$ cat src/rtl/tt_mux_sel_pkg.sv
// tt_mux_sel_pkg: shared types and constants for the project-select sequencer.
package tt_mux_sel_pkg;

  // Default number of clock cycles per control-pulse phase.
  localparam int HALF_PERIOD_DEF = 4;

  // Sequencer FSM states.
  typedef enum logic [2:0] {
    ST_IDLE   = 3'd0,
    ST_DIS    = 3'd1,
    ST_RST_LO = 3'd2,
    ST_RST_HI = 3'd3,
    ST_INC_HI = 3'd4,
    ST_INC_LO = 3'd5,
    ST_ENA    = 3'd6
  } state_t;

endpackage

$ cat src/rtl/tt_mux_sel_phase_timer.sv
// tt_mux_sel_phase_timer: loadable down-counter that marks the last cycle of
// a HALF_PERIOD-long control phase. Loading sets the counter to
// HALF_PERIOD-1, so a phase entered with load lasts exactly HALF_PERIOD cycles.
module tt_mux_sel_phase_timer #(
  parameter int HALF_PERIOD = 4
) (
  input  logic clk,
  input  logic rst,
  input  logic load,
  output logic expire
);

  localparam int CNT_W = $clog2(HALF_PERIOD + 1);
  localparam logic [CNT_W-1:0] LOAD_VAL = CNT_W'(HALF_PERIOD - 1);

  logic [CNT_W-1:0] cnt_r;

  // Phase counter: reload on phase entry, count down to zero and hold there.
  always_ff @(posedge clk or posedge rst) begin
    if (rst) begin
      cnt_r <= {CNT_W{1'b0}};
    end else if (load) begin
      cnt_r <= LOAD_VAL;
    end else if (cnt_r != {CNT_W{1'b0}}) begin
      cnt_r <= cnt_r - CNT_W'(1);
    end else begin
      cnt_r <= cnt_r;
    end
  end

  assign expire = (cnt_r == {CNT_W{1'b0}});

endmodule

$ cat src/rtl/tt_mux_sel_sequencer.sv
// tt_mux_sel_sequencer: drives the chip's project-select pads
// (ctrl_ena, ctrl_sel_inc, ctrl_sel_rst_n) to select the project at sel_addr.
// Sequence: disable, pulse selection reset, N increment pulses, re-enable.
// All pad outputs are registered from the current FSM state, so there is no
// combinational path from start/sel_addr to the pads.
// Optional macro TT_MUX_SEL_INCREMENTAL_EN: when the current selection is
// valid and not above the target, skip the reset pulse and issue only the
// difference in increments.
module tt_mux_sel_sequencer
  import tt_mux_sel_pkg::*;
#(
  parameter int ADDR_W      = 8,
  parameter int HALF_PERIOD = HALF_PERIOD_DEF
) (
  input  logic              clk,
  input  logic              rst,
  input  logic [ADDR_W-1:0] sel_addr,
  input  logic              start,
  output logic              busy,
  output logic              done,
  output logic [ADDR_W-1:0] cur_addr,
  output logic              addr_valid,
  output logic              ctrl_ena,
  output logic              ctrl_sel_inc,
  output logic              ctrl_sel_rst_n
);

  state_t            state_r, state_s;
  logic [ADDR_W-1:0] n_r, n_s;
  logic [ADDR_W-1:0] rem_r, rem_s;
  logic              expire_s;
  logic              load_s;

  logic              busy_r, done_r, addr_valid_r;
  logic              ena_r, inc_r, rst_n_r;
  logic [ADDR_W-1:0] cur_addr_r;

  // Every state change starts a fresh phase.
  assign load_s = (state_s != state_r);

  tt_mux_sel_phase_timer #(
    .HALF_PERIOD(HALF_PERIOD)
  ) u_timer (
    .clk   (clk),
    .rst   (rst),
    .load  (load_s),
    .expire(expire_s)
  );

  // FSM state, target address and remaining-pulse registers.
  always_ff @(posedge clk or posedge rst) begin
    if (rst) begin
      state_r <= ST_IDLE;
      n_r     <= {ADDR_W{1'b0}};
      rem_r   <= {ADDR_W{1'b0}};
    end else begin
      state_r <= state_s;
      n_r     <= n_s;
      rem_r   <= rem_s;
    end
  end

  // Next-state logic: each timed phase advances when the phase timer expires.
  always_comb begin
    state_s = state_r;
    n_s     = n_r;
    rem_s   = rem_r;
    case (state_r)
      ST_IDLE: begin
        if (start) begin
          state_s = ST_DIS;
          n_s     = sel_addr;
          rem_s   = sel_addr;
        end else begin
          state_s = ST_IDLE;
        end
      end
      ST_DIS: begin
        if (expire_s) begin
`ifdef TT_MUX_SEL_INCREMENTAL_EN
          if (addr_valid_r && (n_r >= cur_addr_r)) begin
            rem_s   = n_r - cur_addr_r;
            state_s = (n_r == cur_addr_r) ? ST_ENA : ST_INC_HI;
          end else begin
            state_s = ST_RST_LO;
          end
`else
          state_s = ST_RST_LO;
`endif
        end else begin
          state_s = ST_DIS;
        end
      end
      ST_RST_LO: begin
        if (expire_s) begin
          state_s = ST_RST_HI;
        end else begin
          state_s = ST_RST_LO;
        end
      end
      ST_RST_HI: begin
        if (expire_s) begin
          state_s = (rem_r != {ADDR_W{1'b0}}) ? ST_INC_HI : ST_ENA;
        end else begin
          state_s = ST_RST_HI;
        end
      end
      ST_INC_HI: begin
        if (expire_s) begin
          state_s = ST_INC_LO;
        end else begin
          state_s = ST_INC_HI;
        end
      end
      ST_INC_LO: begin
        if (expire_s) begin
          // Count reaches zero after the last pulse; full-scale N cannot wrap.
          rem_s   = rem_r - ADDR_W'(1);
          state_s = (rem_r == ADDR_W'(1)) ? ST_ENA : ST_INC_HI;
        end else begin
          state_s = ST_INC_LO;
        end
      end
      ST_ENA: begin
        state_s = ST_IDLE;
      end
      default: begin
        state_s = ST_IDLE;
      end
    endcase
  end

  // Registered pad and status outputs decoded from the current state.
  always_ff @(posedge clk or posedge rst) begin
    if (rst) begin
      busy_r       <= 1'b0;
      done_r       <= 1'b0;
      cur_addr_r   <= {ADDR_W{1'b0}};
      addr_valid_r <= 1'b0;
      ena_r        <= 1'b0;
      inc_r        <= 1'b0;
      rst_n_r      <= 1'b1;
    end else begin
      busy_r  <= (state_r != ST_IDLE);
      done_r  <= (state_r == ST_ENA);
      inc_r   <= (state_r == ST_INC_HI);
      rst_n_r <= (state_r != ST_RST_LO);
      if (state_r == ST_DIS) begin
        ena_r <= 1'b0;
      end else if (state_r == ST_ENA) begin
        ena_r <= 1'b1;
      end else begin
        ena_r <= ena_r;
      end
      if (state_r == ST_ENA) begin
        cur_addr_r   <= n_r;
        addr_valid_r <= 1'b1;
      end else begin
        cur_addr_r   <= cur_addr_r;
        addr_valid_r <= addr_valid_r;
      end
    end
  end

  assign busy           = busy_r;
  assign done           = done_r;
  assign cur_addr       = cur_addr_r;
  assign addr_valid     = addr_valid_r;
  assign ctrl_ena       = ena_r;
  assign ctrl_sel_inc   = inc_r;
  assign ctrl_sel_rst_n = rst_n_r;

endmodule

$ cat config.mk
export PLATFORM = sky130hd
export DESIGN_NAME = tt_mux_sel_sequencer
export DESIGN_NICKNAME = d
export VERILOG_FILES = /design/src/rtl/tt_mux_sel_pkg.sv /design/src/rtl/tt_mux_sel_phase_timer.sv /design/src/rtl/tt_mux_sel_sequencer.sv
export SDC_FILE = /design/constraint.sdc
export NUM_CORES = 1
export LEC_CHECK = 0
export CORE_MARGIN = 2
export CORE_UTILIZATION = 30
export DETAILED_ROUTE_END_ITERATION = 8
export HOLD_SLACK_MARGIN = 0.03
export MAX_ROUTING_LAYER = met4
export SETUP_SLACK_MARGIN = 0.15
export SLEW_MARGIN = 20
export SYNTH_ARGS = -nofsm -noshare
export SYNTH_HDL_FRONTEND = slang
export SYNTH_HIERARCHICAL = 1
export SYNTH_SLANG_ARGS = --single-unit
$ cat constraint.sdc
create_clock -name clk -period 2.21 [get_ports clk]
set_clock_uncertainty 0.2 [all_clocks]
set_input_delay 0.442 -clock clk [delete_from_list [all_inputs] [get_ports clk]]
set_output_delay 0.442 -clock clk [all_outputs]
set_load 0.02 [all_outputs]
Figure 1. Clock wires, drivers and flops (run 1).
Bar = 20 um.
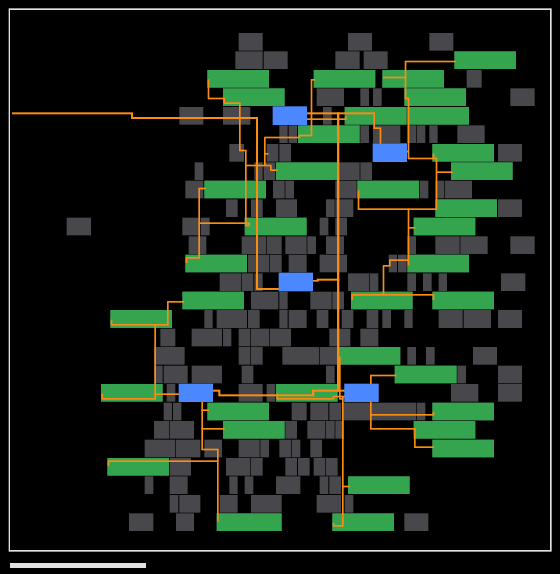
- flip-flops: green (count 36)
- clock-net drivers: blue (count 5)
- clock wires: orange (length 494 um)
- routed clock nets: 6
P_clk: 0.000579 W
Clock Power Share: 20.6%
clock latency on the worst-skew pair: 0.29 ns

Figure 2. Logic cells by family (run 1).
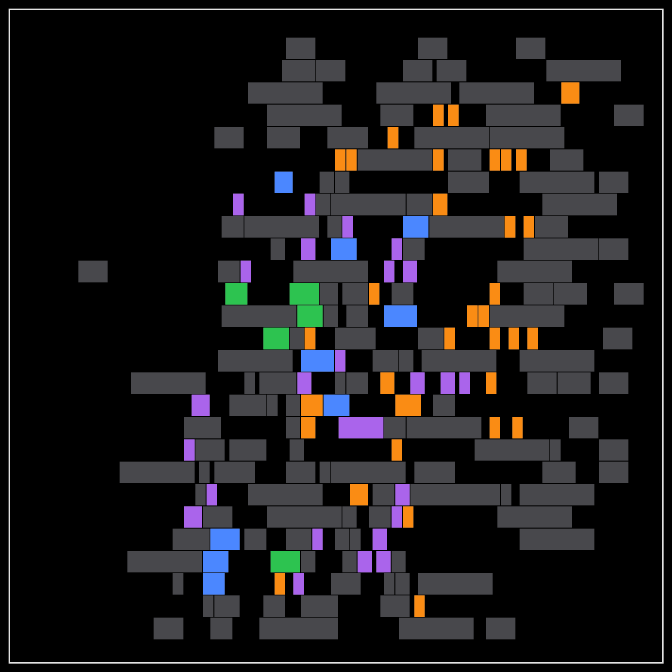
- non-inverting ao/oa cells: green (cells 5; most used o22a_1; where centre)
- nand cells: orange (cells 34; most used nand2_1)
- and/or cells: blue (cells 9)
- nor cells: purple (cells 25; most used nor2_1)

Figure 3. Track usage over the die (run 1).
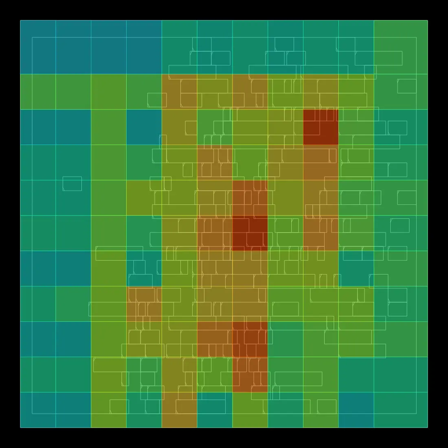
M3 GR Usage: 4.30%
met2 Resource Use GR: 21.1%
WL/cell: 12.7 um

==> metrics.cfg, run 1 <==
[flow_run]
drv_cap = 0
tool_warnings = 30

[worst_setup_path]
r2r_start = rem_r[2]
end_kind = register
path_class = register to register
rr_worst_depth = 4
r2r_slack_ns = 0.17
crit_path_start_kind = register
cp.arrival_ns = 2.02
crit_slowest_cell = or4_4
crit_family = simple AND/OR/NAND/NOR gates
startpoint = rem_r[2]

[final_layout]
seq_share_pct = 40.9
syn2layout_area_growth_pct = 29.1
stdcell_count = 277
final_cell_area_mm2 = 0.00221
drive_above_1_share_pct = 17.6
num-multi-input-gates = 116
nClkBuffers = 5

[placement]
placed_cells = 268
hpwl_um = 2510

[detailed_routing]
antenna_left = 0
routed_wl_um = 3520
viasPerCell = 4.93
drt_iter0_drc = 46
wl_met3_um = 168

[synthesis]
topCellsByArea = dfrtp_1, mux2_2, nand2_1
netlist_area_mm2 = 0.00171
ys_sh_adder_pct = 3.66
synth_cell_types = 39
syn_avg_cell_area_um2 = 9.99
synth-main-ff-cell = dfrtp_1
synth.area.mux_share_pct = 7.10

[power]
p_comb_w = 0.00112
p_seq_w = 0.00112
power.group.top = sequential cells
p_total_w = 0.00282

[cts]
cts-buffers-inserted = 5
clk_path_buf_depth = 2

[final_timing]
clock.fmax_ghz = 0.491
slew_headroom_pct = 70.1
period_minus_slack_ns = 2.04
setup_tns_ns = 0
rsz0062_at_grt = yes
hold_ws_ns = 0.139

[floorplan]
die_h_um = 79.5
well_tap_count = 72
fp_util_pct = 31.0

[global_route]
overflow = 0
grt_pass1_wl_um = 5930

[outcome]
status = complete, no violations

[hold_path]
hold_path.class = primary input to asynchronous set/reset pin

Figure 4. Placement by cell class (run 1).
Bar = 20 um.
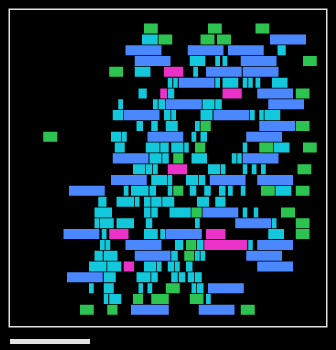

==> run 2: changes to the inputs <==
--- a/config.mk
+++ b/config.mk
@@ -5,12 +5,15 @@
 export SDC_FILE = /design/constraint.sdc
 export NUM_CORES = 1
 export LEC_CHECK = 0
+export CORE_ASPECT_RATIO = 2
 export CORE_MARGIN = 2
-export CORE_UTILIZATION = 30
+export CORE_UTILIZATION = 53
 export DETAILED_ROUTE_END_ITERATION = 8
 export HOLD_SLACK_MARGIN = 0.03
 export MAX_ROUTING_LAYER = met4
+export PLACE_DENSITY = 0.78
 export SETUP_SLACK_MARGIN = 0.15
+export SKIP_CTS_REPAIR_TIMING = 1
 export SLEW_MARGIN = 20
 export SYNTH_ARGS = -nofsm -noshare
 export SYNTH_HDL_FRONTEND = slang
Figure 5. Placement by cell class (run 2).
Bar = 10 um.
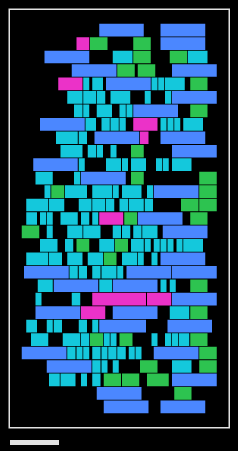
- remaining logic cells: cyan (cells 128)
- clock drivers and dummy loads: magenta (cells 8)
- remaining buffers and delay cells: green (cells 33)
- registers: blue (cells 36)

==> metrics.cfg, run 2 <==
[outcome]
status = complete, no violations  ; unchanged

[global_route]
overflow = 0  ; unchanged
use_met3_pct = 3.87  ; was 4.30%
grt_util_met2_pct = 37.8  ; was 21.1%
grt_pass1_wl_um = 5920  ; was 5930 um

[synthesis]
syn_avg_cell_area_um2 = 9.99  ; unchanged
yosys_warnings = 6  ; unchanged
edf_count = 0  ; unchanged
simple_gate_area_share_pct = 19.9  ; unchanged
netlist_area_mm2 = 0.00171  ; unchanged
yosys.area_share.aoi_pct = 12.4  ; unchanged
most_common_cell = dfrtp_1  ; unchanged
synth_cell_types = 39  ; unchanged
ys_sh_adder_pct = 3.66  ; unchanged
topCellsByArea = dfrtp_1, mux2_2, nand2_1  ; unchanged
synth.area.mux_share_pct = 7.10  ; unchanged

[worst_setup_path]
crit_path_start_kind = register  ; unchanged
worstPathCellList = or4_4, or4_4, o22a_1, o22a_1  ; unchanged
path_class = register to register  ; unchanged
r2r_slack_ns = 0.18  ; was 0.17 ns
crit_family = simple AND/OR/NAND/NOR gates  ; unchanged
crit_slowest_cell = or4_4  ; unchanged
rr_worst_depth = 4  ; unchanged
r2r_start = rem_r[2]  ; unchanged
startpoint = rem_r[2]  ; unchanged

[final_layout]
num-multi-input-gates = 116  ; unchanged
dominant_cells = registers  ; unchanged
final_cell_area_mm2 = 0.00215  ; was 0.00221 mm2
fin_util_pct = 69.0  ; was 40.1%
seq_cells = 36  ; unchanged
logic_area_um2 = 746  ; was 748 um2
seq_share_pct = 41.9  ; was 40.9%
syn2layout_area_growth_pct = 26.0  ; was 29.1%
nClkBuffers = 5  ; unchanged
drive_above_1_share_pct = 17.6  ; unchanged
stdcell_count = 236  ; was 277

[final_timing]
setup_tns_ns = 0  ; unchanged
clock.fmax_ghz = 0.492  ; was 0.491 GHz
hold_ws_ns = 0.163  ; was 0.139 ns
slew_headroom_pct = 65.2  ; was 70.1%

[detailed_routing]
routed_wl_um = 3660  ; was 3520 um
viasPerCell = 5.87  ; was 4.93
avgRoutedWirePerCell_um = 15.5  ; was 12.7 um
antenna_left = 0  ; unchanged
drt_iter0_drc = 33  ; was 46
wl_met3_um = 129  ; was 168 um

[power]
p_comb_w = 0.00112  ; about the same
p_total_w = 0.00281  ; was 0.00282 W
p_clk_w = 0.000569  ; was 0.000579 W
pwr-share-clk_pct = 20.3  ; was 20.6%
power.group.top = sequential cells  ; unchanged

[hold_path]
hold_path.class = primary input to asynchronous set/reset pin  ; unchanged

[cts]
clk_path_buf_depth = 2  ; unchanged
clock_latency_ns = 0.29  ; about the same
cts-buffers-inserted = 5  ; unchanged

[placement]
hpwl_um = 2730  ; was 2510 um
placed_cells = 227  ; was 268

[floorplan]
fp_util_pct = 54.8  ; was 31.0%
well_tap_count = 31  ; was 72

[flow_run]
tool_warnings = 30  ; unchanged

Power is estimated from default activity; no workload was simulated.
